## src/rtl/multicycle_ctrl_if.sv

```systemverilog
// Memory request/ready handshake between the multi-cycle controller and the
// unified instruction/data memory. The controller is the master: it raises a
// read or write request, selects the address source, and waits for ready.
interface multicycle_ctrl_if;
    logic MemRead_o;
    logic MemWrite_o;
    logic IorD_o;
    logic mem_ready_i;

    modport master (
        output MemRead_o,
        output MemWrite_o,
        output IorD_o,
        input  mem_ready_i
    );

    modport slave (
        input  MemRead_o,
        input  MemWrite_o,
        input  IorD_o,
        output mem_ready_i
    );
endinterface

```

## src/rtl/multicycle_ctrl.sv

```systemverilog
// Multi-cycle MIPS control FSM. Steps the shared datapath (one ALU, unified
// memory, IR, PC, register file) through one instruction at a time, and
// bounds every memory wait so a stuck memory cannot hang the core.
//
//  state  | meaning
//  -------+--------------------------------------------------------------
//  FETCH  | read instruction at PC, PC+4 via ALU; load IR/PC on ready
//  DECODE | latch opcode, precompute branch target into ALUOut
//  EXEC   | R-type or immediate ALU operation / address calculation
//  MEM    | data read (lw) or write (sw) at ALUOut, wait for ready
//  WB     | register file write from ALUOut or MDR
//  BRANCH | compare rs/rt, conditional PC load from ALUOut
//  JUMP   | jump target to PC; jal also writes the link register
//  7      | unused encoding, recovers to FETCH with all controls off
module multicycle_ctrl #(
    parameter int MEM_TIMEOUT = 16
) (
    input  logic                     clk_i,
    input  logic                     rst_i,
    input  logic [5:0]               instr_op_i,
    multicycle_ctrl_if.master        memBus,
    output logic                     PCWrite_o,
    output logic                     IRWrite_o,
    output logic                     RegWrite_o,
    output logic [1:0]               RegDst_o,
    output logic [1:0]               MemToReg_o,
    output logic                     ALUSrcA_o,
    output logic [1:0]               ALUSrcB_o,
    output logic [2:0]               ALU_op_o,
    output logic                     ZeroExt_o,
    output logic                     Branch_o,
    output logic [1:0]               BranchType_o,
    output logic [1:0]               PCSrc_o,
    output logic [2:0]               state_o,
    output logic                     illegal_o,
    output logic                     mem_err_o
);

    localparam logic [2:0] FETCH  = 3'd0;
    localparam logic [2:0] DECODE = 3'd1;
    localparam logic [2:0] EXEC   = 3'd2;
    localparam logic [2:0] MEM    = 3'd3;
    localparam logic [2:0] WB     = 3'd4;
    localparam logic [2:0] BRANCH = 3'd5;
    localparam logic [2:0] JUMP   = 3'd6;

    localparam logic [5:0] OP_R     = 6'd0;
    localparam logic [5:0] OP_BLTZ  = 6'd1;
    localparam logic [5:0] OP_J     = 6'd2;
    localparam logic [5:0] OP_JAL   = 6'd3;
    localparam logic [5:0] OP_BEQ   = 6'd4;
    localparam logic [5:0] OP_BNE   = 6'd5;
    localparam logic [5:0] OP_BLE   = 6'd6;
    localparam logic [5:0] OP_ADDI  = 6'd8;
    localparam logic [5:0] OP_SLTIU = 6'd11;
    localparam logic [5:0] OP_ORI   = 6'd13;
    localparam logic [5:0] OP_LI    = 6'd15;
    localparam logic [5:0] OP_LW    = 6'd35;
    localparam logic [5:0] OP_SW    = 6'd43;

    localparam int             CNT_W    = (MEM_TIMEOUT > 2) ? $clog2(MEM_TIMEOUT) : 1;
    localparam logic [CNT_W-1:0] CNT_LAST = CNT_W'(MEM_TIMEOUT - 1);

    logic [2:0]       state;
    logic [2:0]       nextState;
    logic [5:0]       opQ;
    logic [CNT_W-1:0] waitCnt;
    logic [CNT_W-1:0] nextWaitCnt;

    logic       memWait;
    logic       pcWrite;
    logic       irWrite;
    logic       memRead;
    logic       memWrite;
    logic       iorD;
    logic       regWrite;
    logic [1:0] regDst;
    logic [1:0] memToReg;
    logic       srcA;
    logic [1:0] srcB;
    logic [2:0] aluOp;
    logic       zeroExt;
    logic       branch;
    logic [1:0] branchType;
    logic [1:0] pcSrc;
    logic       illegal;
    logic       memErr;

    logic       memReady;
    logic       isLw;
    logic       isSw;

    assign memReady = memBus.mem_ready_i;
    assign isLw     = (opQ == OP_LW);
    assign isSw     = (opQ == OP_SW);

    // State, latched opcode and memory wait counter.
    always_ff @(posedge clk_i or negedge rst_i) begin
        if (!rst_i) begin
            state   <= FETCH;
            opQ     <= '0;
            waitCnt <= '0;
        end else begin
            state   <= nextState;
            waitCnt <= nextWaitCnt;
            if (state == DECODE) begin
                opQ <= instr_op_i;
            end
        end
    end

    // Next-state and per-state datapath controls; a timeout abort suppresses
    // every PC/IR/register write of that cycle by taking the not-ready path.
    always_comb begin
        nextState  = FETCH;
        memWait    = 1'b0;
        pcWrite    = 1'b0;
        irWrite    = 1'b0;
        memRead    = 1'b0;
        memWrite   = 1'b0;
        iorD       = 1'b0;
        regWrite   = 1'b0;
        regDst     = 2'b00;
        memToReg   = 2'b00;
        srcA       = 1'b0;
        srcB       = 2'b00;
        aluOp      = 3'b000;
        zeroExt    = 1'b0;
        branch     = 1'b0;
        branchType = 2'b00;
        pcSrc      = 2'b00;
        illegal    = 1'b0;
        memErr     = 1'b0;

        case (state)
            FETCH: begin
                memWait = 1'b1;
                memRead = 1'b1;
                srcB    = 2'b01;
                aluOp   = 3'b010;
                if (memReady) begin
                    pcWrite   = 1'b1;
                    irWrite   = 1'b1;
                    nextState = DECODE;
                end else if (waitCnt == CNT_LAST) begin
                    memErr    = 1'b1;
                    nextState = FETCH;
                end else begin
                    nextState = FETCH;
                end
            end

            DECODE: begin
                srcB  = 2'b11;
                aluOp = 3'b010;
                case (instr_op_i)
                    OP_R, OP_ADDI, OP_SLTIU, OP_ORI,
                    OP_LI, OP_LW, OP_SW:              nextState = EXEC;
                    OP_BEQ, OP_BNE, OP_BLE, OP_BLTZ:  nextState = BRANCH;
                    OP_J, OP_JAL:                     nextState = JUMP;
                    default: begin
                        illegal   = 1'b1;
                        nextState = FETCH;
                    end
                endcase
            end

            EXEC: begin
                srcA = 1'b1;
                if (opQ == OP_R) begin
                    srcB  = 2'b00;
                    aluOp = 3'b000;
                end else begin
                    srcB = 2'b10;
                    case (opQ)
                        OP_SLTIU: aluOp = 3'b011;
                        OP_ORI: begin
                            aluOp   = 3'b101;
                            zeroExt = 1'b1;
                        end
                        default:  aluOp = 3'b010;
                    endcase
                end
                nextState = (isLw || isSw) ? MEM : WB;
            end

            MEM: begin
                memWait  = 1'b1;
                iorD     = 1'b1;
                memRead  = isLw;
                memWrite = isSw;
                if (memReady) begin
                    nextState = isLw ? WB : FETCH;
                end else if (waitCnt == CNT_LAST) begin
                    memErr    = 1'b1;
                    nextState = FETCH;
                end else begin
                    nextState = MEM;
                end
            end

            WB: begin
                regWrite = 1'b1;
                if (opQ == OP_R) begin
                    regDst = 2'b01;
                end else if (isLw) begin
                    memToReg = 2'b01;
                end
                nextState = FETCH;
            end

            BRANCH: begin
                srcA   = 1'b1;
                srcB   = 2'b00;
                aluOp  = 3'b001;
                branch = 1'b1;
                pcSrc  = 2'b01;
                case (opQ)
                    OP_BLE:  branchType = 2'b01;
                    OP_BLTZ: branchType = 2'b10;
                    OP_BNE:  branchType = 2'b11;
                    default: branchType = 2'b00;
                endcase
                nextState = FETCH;
            end

            JUMP: begin
                pcWrite = 1'b1;
                pcSrc   = 2'b10;
                // PC already holds the return address (PC+4) from FETCH.
                if (opQ == OP_JAL) begin
                    regWrite = 1'b1;
                    regDst   = 2'b10;
                    memToReg = 2'b10;
                end
                nextState = FETCH;
            end

            default: nextState = FETCH;
        endcase
    end

    // Wait counter restarts on every state entry (including a timeout re-entry
    // of FETCH) and counts only cycles spent waiting for memory.
    always_comb begin
        nextWaitCnt = waitCnt;
        if ((nextState != state) || memErr) begin
            nextWaitCnt = '0;
        end else if (memWait && !memReady) begin
            nextWaitCnt = waitCnt + CNT_W'(1);
        end
    end

    // All controls are forced low while reset is held, so an interrupted
    // memory write or register write is never completed.
    always_comb begin
        PCWrite_o         = rst_i & pcWrite;
        IRWrite_o         = rst_i & irWrite;
        memBus.MemRead_o  = rst_i & memRead;
        memBus.MemWrite_o = rst_i & memWrite;
        memBus.IorD_o     = rst_i & iorD;
        RegWrite_o        = rst_i & regWrite;
        RegDst_o          = rst_i ? regDst     : 2'b00;
        MemToReg_o        = rst_i ? memToReg   : 2'b00;
        ALUSrcA_o         = rst_i & srcA;
        ALUSrcB_o         = rst_i ? srcB       : 2'b00;
        ALU_op_o          = rst_i ? aluOp      : 3'b000;
        ZeroExt_o         = rst_i & zeroExt;
        Branch_o          = rst_i & branch;
        BranchType_o      = rst_i ? branchType : 2'b00;
        PCSrc_o           = rst_i ? pcSrc      : 2'b00;
        state_o           = rst_i ? state      : 3'b000;
        illegal_o         = rst_i & illegal;
        mem_err_o         = rst_i & memErr;
    end

endmodule

```

## src/flat_wrapper.sv

```systemverilog
// flat-port wrapper written by rule: the top's interface ports become plain ports
module multicycle_ctrl_flat 
#(
    parameter int MEM_TIMEOUT = 16
)
  (clk_i, rst_i, instr_op_i, PCWrite_o, IRWrite_o, RegWrite_o, RegDst_o, MemToReg_o, ALUSrcA_o, ALUSrcB_o, ALU_op_o, ZeroExt_o, Branch_o, BranchType_o, PCSrc_o, state_o, illegal_o, mem_err_o, memBus_MemRead_o, memBus_MemWrite_o, memBus_IorD_o, memBus_mem_ready_i);
  multicycle_ctrl_if memBus_i ();
  input  logic clk_i;
  input  logic rst_i;
  input  logic [5:0] instr_op_i;
  output logic PCWrite_o;
  output logic IRWrite_o;
  output logic RegWrite_o;
  output logic [1:0] RegDst_o;
  output logic [1:0] MemToReg_o;
  output logic ALUSrcA_o;
  output logic [1:0] ALUSrcB_o;
  output logic [2:0] ALU_op_o;
  output logic ZeroExt_o;
  output logic Branch_o;
  output logic [1:0] BranchType_o;
  output logic [1:0] PCSrc_o;
  output logic [2:0] state_o;
  output logic illegal_o;
  output logic mem_err_o;
  output wire logic [$bits(memBus_i.MemRead_o)-1:0] memBus_MemRead_o;
  output wire logic [$bits(memBus_i.MemWrite_o)-1:0] memBus_MemWrite_o;
  output wire logic [$bits(memBus_i.IorD_o)-1:0] memBus_IorD_o;
  input wire logic [$bits(memBus_i.mem_ready_i)-1:0] memBus_mem_ready_i;
  assign memBus_MemRead_o = memBus_i.MemRead_o;
  assign memBus_MemWrite_o = memBus_i.MemWrite_o;
  assign memBus_IorD_o = memBus_i.IorD_o;
  assign memBus_i.mem_ready_i = memBus_mem_ready_i;
  multicycle_ctrl #(.MEM_TIMEOUT(MEM_TIMEOUT)) u_core (.clk_i(clk_i), .rst_i(rst_i), .instr_op_i(instr_op_i), .memBus(memBus_i), .PCWrite_o(PCWrite_o), .IRWrite_o(IRWrite_o), .RegWrite_o(RegWrite_o), .RegDst_o(RegDst_o), .MemToReg_o(MemToReg_o), .ALUSrcA_o(ALUSrcA_o), .ALUSrcB_o(ALUSrcB_o), .ALU_op_o(ALU_op_o), .ZeroExt_o(ZeroExt_o), .Branch_o(Branch_o), .BranchType_o(BranchType_o), .PCSrc_o(PCSrc_o), .state_o(state_o), .illegal_o(illegal_o), .mem_err_o(mem_err_o));
endmodule
```

## config.mk

```make
export PLATFORM = sky130hd
export DESIGN_NAME = multicycle_ctrl_flat
export DESIGN_NICKNAME = d
export VERILOG_FILES = /design/src/rtl/multicycle_ctrl_if.sv /design/src/rtl/multicycle_ctrl.sv /design/src/flat_wrapper.sv
export SDC_FILE = /design/constraint.sdc
export NUM_CORES = 1
export LEC_CHECK = 0
export CAP_MARGIN = 5
export CORE_ASPECT_RATIO = 0.7
export CORE_UTILIZATION = 30
export DETAILED_ROUTE_END_ITERATION = 12
export DONT_BUFFER_PORTS = 1
export PLACE_DENSITY = 0.45
export SYNTH_ARGS = -nofsm -noshare
export SYNTH_HDL_FRONTEND = slang
export SYNTH_SLANG_ARGS = --single-unit
```

## constraint.sdc

```tcl
create_clock -name clk_i -period 1.5 [get_ports clk_i]
set_clock_uncertainty 0.15 [all_clocks]
set_input_delay 0.225 -clock clk_i [delete_from_list [all_inputs] [get_ports clk_i]]
set_output_delay 0.225 -clock clk_i [all_outputs]
set_load 0.005 [all_outputs]
```

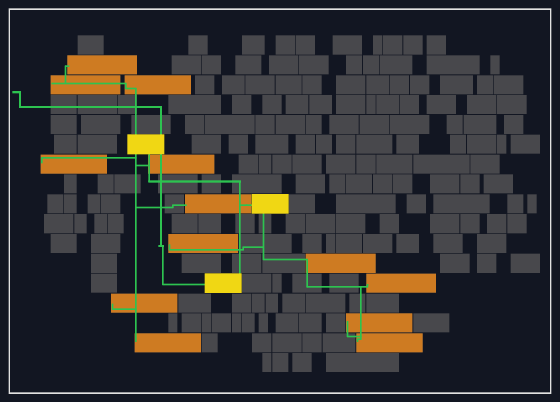
clk_routes.png
- yellow: clock drivers (count 3)
- green: clock wires (length 223 um)
- orange: flip-flops (count 13)
- routed clock nets: 4

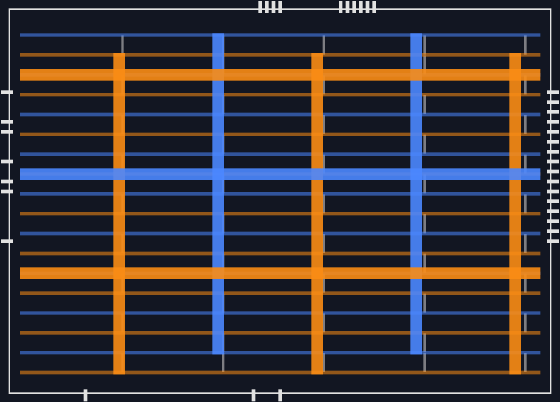
power_grid.png
Pins as bars on the die edge. Tap cells in grey.
- orange: VSS
- blue: VDD
- met5 straps: 3
- rows: 17

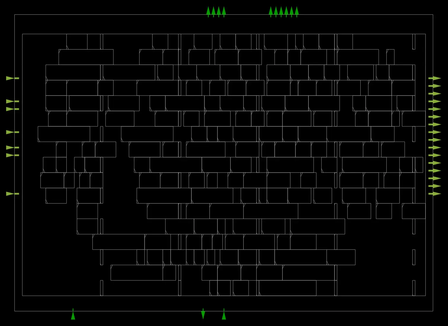
placement.png
Seq cells: 13
filler instances: 266
Non-Filler Instances: 238
# rows: 17

==> results.cfg <==
; generated from flow reports
[power_and_ir_drop]
vdd_drop_max_v = 0.000712
switchingPower_mw = 0.666
clockPowerShare_pct = 16.6
total_power_mw = 1.94
p_sw_share_pct = 34.4
p_int_mw = 1.27
powerDensity_nw_per_um2 = 925
combPwrFrac_pct = 56.0

[sta]
hold_viol = 0
slew_viol_final = 0
setup_ws_ns = -0.364
period_needed_ns = 1.86
fmax_mhz = 536
rsz0062_at_grt = yes
tns_ns = -6.51
finalClockPeriodUsage_pct = 124
worst_pin_slew_ns = 0.621
setup_viol = 34

[detailed_routing]
via_count = 1233
drc_errors = 0
antenna_left = 0
vias_per_cell = 5.18
routed_wl_um = 3870
wl_per_cell_um = 16.2

[worst_setup_path]
cp.arrival_ns = 1.49
rr_startpoint = u_core.opQ[3]
worstPathMaxFanout = 5
required_ns = 1.12
timing.rr.end = u_core.waitCnt[3]

[placed_design]
gp_congestion = 0.900
dpl.cell_count = 196

[cts]
clockRootBuffer = clkbuf_8
cts_tree = built
cts_inserted_buffers = 3
cts.clk_slew.worst_paths_ns = 0.06
clk_path_buf_depth = 2
cts_num_sinks = 13

[logic_synthesis]
netlist_area_um2 = 1090
yosys_area_um2 = 1090
top_cells_by_area = dfrtp_1 (30%), mux2_1 (4.1%), nand2_1 (4.1%)
ys_sh_aoi_pct = 11.3
netlist_instances = 126
ys_cells = 126
synth.distinct_cells = 44
syn_nets = 136
synth_flop_count = 13
postSynthSeqShare_pct = 29.9
top_area_share_pct = 29.9
edf_count = 0
yosys_warnings = 0
logic_family = simple AND/OR/NAND/NOR gates
synth.avg_cell_area_um2 = 8.64
most_common_cell = dfrtp_1

[job]
cap_violations = 0
warnings = 28

[finish]
syn_to_final_growth_pct = 92.3
final_util_pct = 63.5
antenna_cells = 0

[status]
violations = negative setup slack
outcome = finished, violations left

[worst_hold_path]
worstHoldStart = memBus_mem_ready_i
hp-class = primary input to flop
hold_end = u_core.state[0]

[floorplan]
die_width_um = 74.0
io_pins = 36
die_h_um = 52.4
core_um2 = 3300

[global_routing]
grt_usage_pct = 20.5
grt.overflow.total = 0
grt_pass1_wl_um = 5840
grt_max_degree = 14
antenna_found_initial = 0
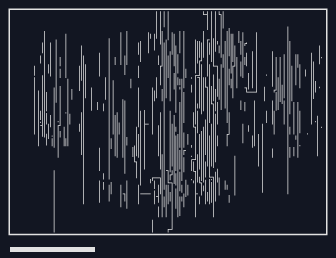
layer_met2.png
Bar = 20 um.
- main direction: vertical
- nets with wire on the layer: 185

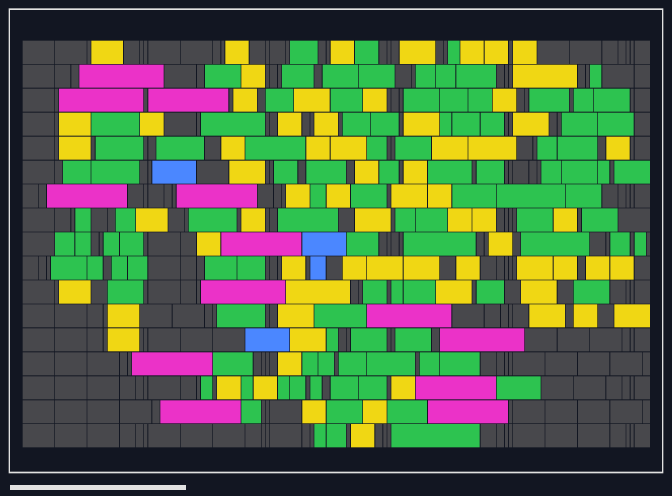
placement_by_type.png
Bar = 20 um. Fill, decap, tap and diode cells in grey.
- yellow: remaining buffers and delay cells (cells 68; share of their area 31%)
- green: combinational and other logic (cells 106; share of their area 51%)
- blue: clock drivers and dummy loads (cells 4; share of their area 2.3%)
- magenta: sequential cells (cells 13; share of their area 16%)

critical path, stage by stage (launching register included):
cell	delay, ns
dfrtp_2	0.44
and4bb_1	0.22
nand3b_1	0.17
buf_4	0.14
nand3b_1	0.09
a21oi_2	0.19
cells by family after synthesis:
family	after synthesis
flops	13
mux	8
compound gates	17
buf+inv	13
fa+ha+maj	1
simple gates	70
xor+xnor	4
layout by cell type, fill, tap and decap left out, types with 4 or more instances in the layout:
| cell type | Yosys | routed |
|---|---|---|
| nor2_4 | 0 | 7 |
| nand3b_1 | 4 | 4 |
| buf_4 | 2 | 40 |
| dfrtp_1 | 13 | 8 |
| nor4_2 | 0 | 4 |
| mux2_4 | 0 | 6 |
| nand2_4 | 0 | 5 |
| nand2_1 | 12 | 5 |
| dfrtp_2 | 0 | 5 |
| buf_6 | 0 | 18 |
| dlygate4sd3_1 | 0 | 7 |
worst max path at each step:
stage                         start                 to  slack [ns]  cells after the start
floorplan           u_core.state[0]  u_core.waitCnt[2]       0.003                      5
global placement    u_core.state[1]  u_core.waitCnt[3]       -0.13                      4
detailed placement  u_core.state[1]  u_core.waitCnt[2]       -0.16                      4
CTS                   u_core.opQ[5]        ALU_op_o[2]       -0.34                      4
global route          u_core.opQ[4]        ALU_op_o[1]       -0.46                      5
finish                u_core.opQ[0]        ALU_op_o[1]       -0.36                      5
metal layers:
layer | vias to the layer above | GRT usage [%] | wire [um] | part of all wire (%)
li1 | 589 | - | - | -
met1 | 590 | 26.7 | 1790 | 46
met2 | 52 | 33.5 | 1820 | 47
met3 | 2 | 4.62 | 243 | 6.3
met4 | 0 | 6.73 | 19 | 0.49
met5 | - | 0 | 0 | 0
layout make-up:
type / instances / area (um2) / share of cell area, %
clock buffers: 3 / 41.3 / 1.97
clock inverters: 1 / 5.00 / 0.239
inverters: 5 / 23.8 / 1.14
multi-input cells: 101 / 1000 / 48.0
flip-flops and latches: 13 / 332 / 15.8
well taps: 47 / 58.8 / 2.81
repair buffers: 68 / 628 / 30.0
repair_timing:
action / in CTS / in global routing
hold buffers: 7 / 0
resized: 58 / 31
setup buffers: 21 / 9
gates cloned: 1 / 0
pin swaps: 21 / 16
endpoints found under the hold margin: 19 / 0
setup endpoints to repair: 33 / 35
sequential cells by signal, summed over array words and instances (netlist names):
register        cells
u_core.waitCnt      4
u_core.opQ          6
u_core.state        3
metrics by stage:
stage / setup WS [ns] / cell area, um2 / hold slack (ns)
after floorplan: 0.00253 / 1110 / -0.221
after global placement: -0.130 / 1350 / -0.220
after detailed placement: -0.163 / 1350 / -0.220
after CTS: -0.335 / 1870 / 0.0521
after global routing: -0.460 / 2090 / 0.0742
final: -0.364 / 2090 / 0.0619
power groups by stage:
stage | registers (mW) | clock network (mW) | logic [mW]
after floorplan | 0.499 | 0 | 0.348
after global placement | 0.533 | 0 | 0.557
after detailed placement | 0.537 | 0 | 0.567
after CTS | 0.529 | 0.332 | 0.895
after global routing | 0.544 | 0.347 | 1.15
final | 0.530 | 0.322 | 1.08
Power figures rest on the tool's default switching activity, not on a simulated workload.
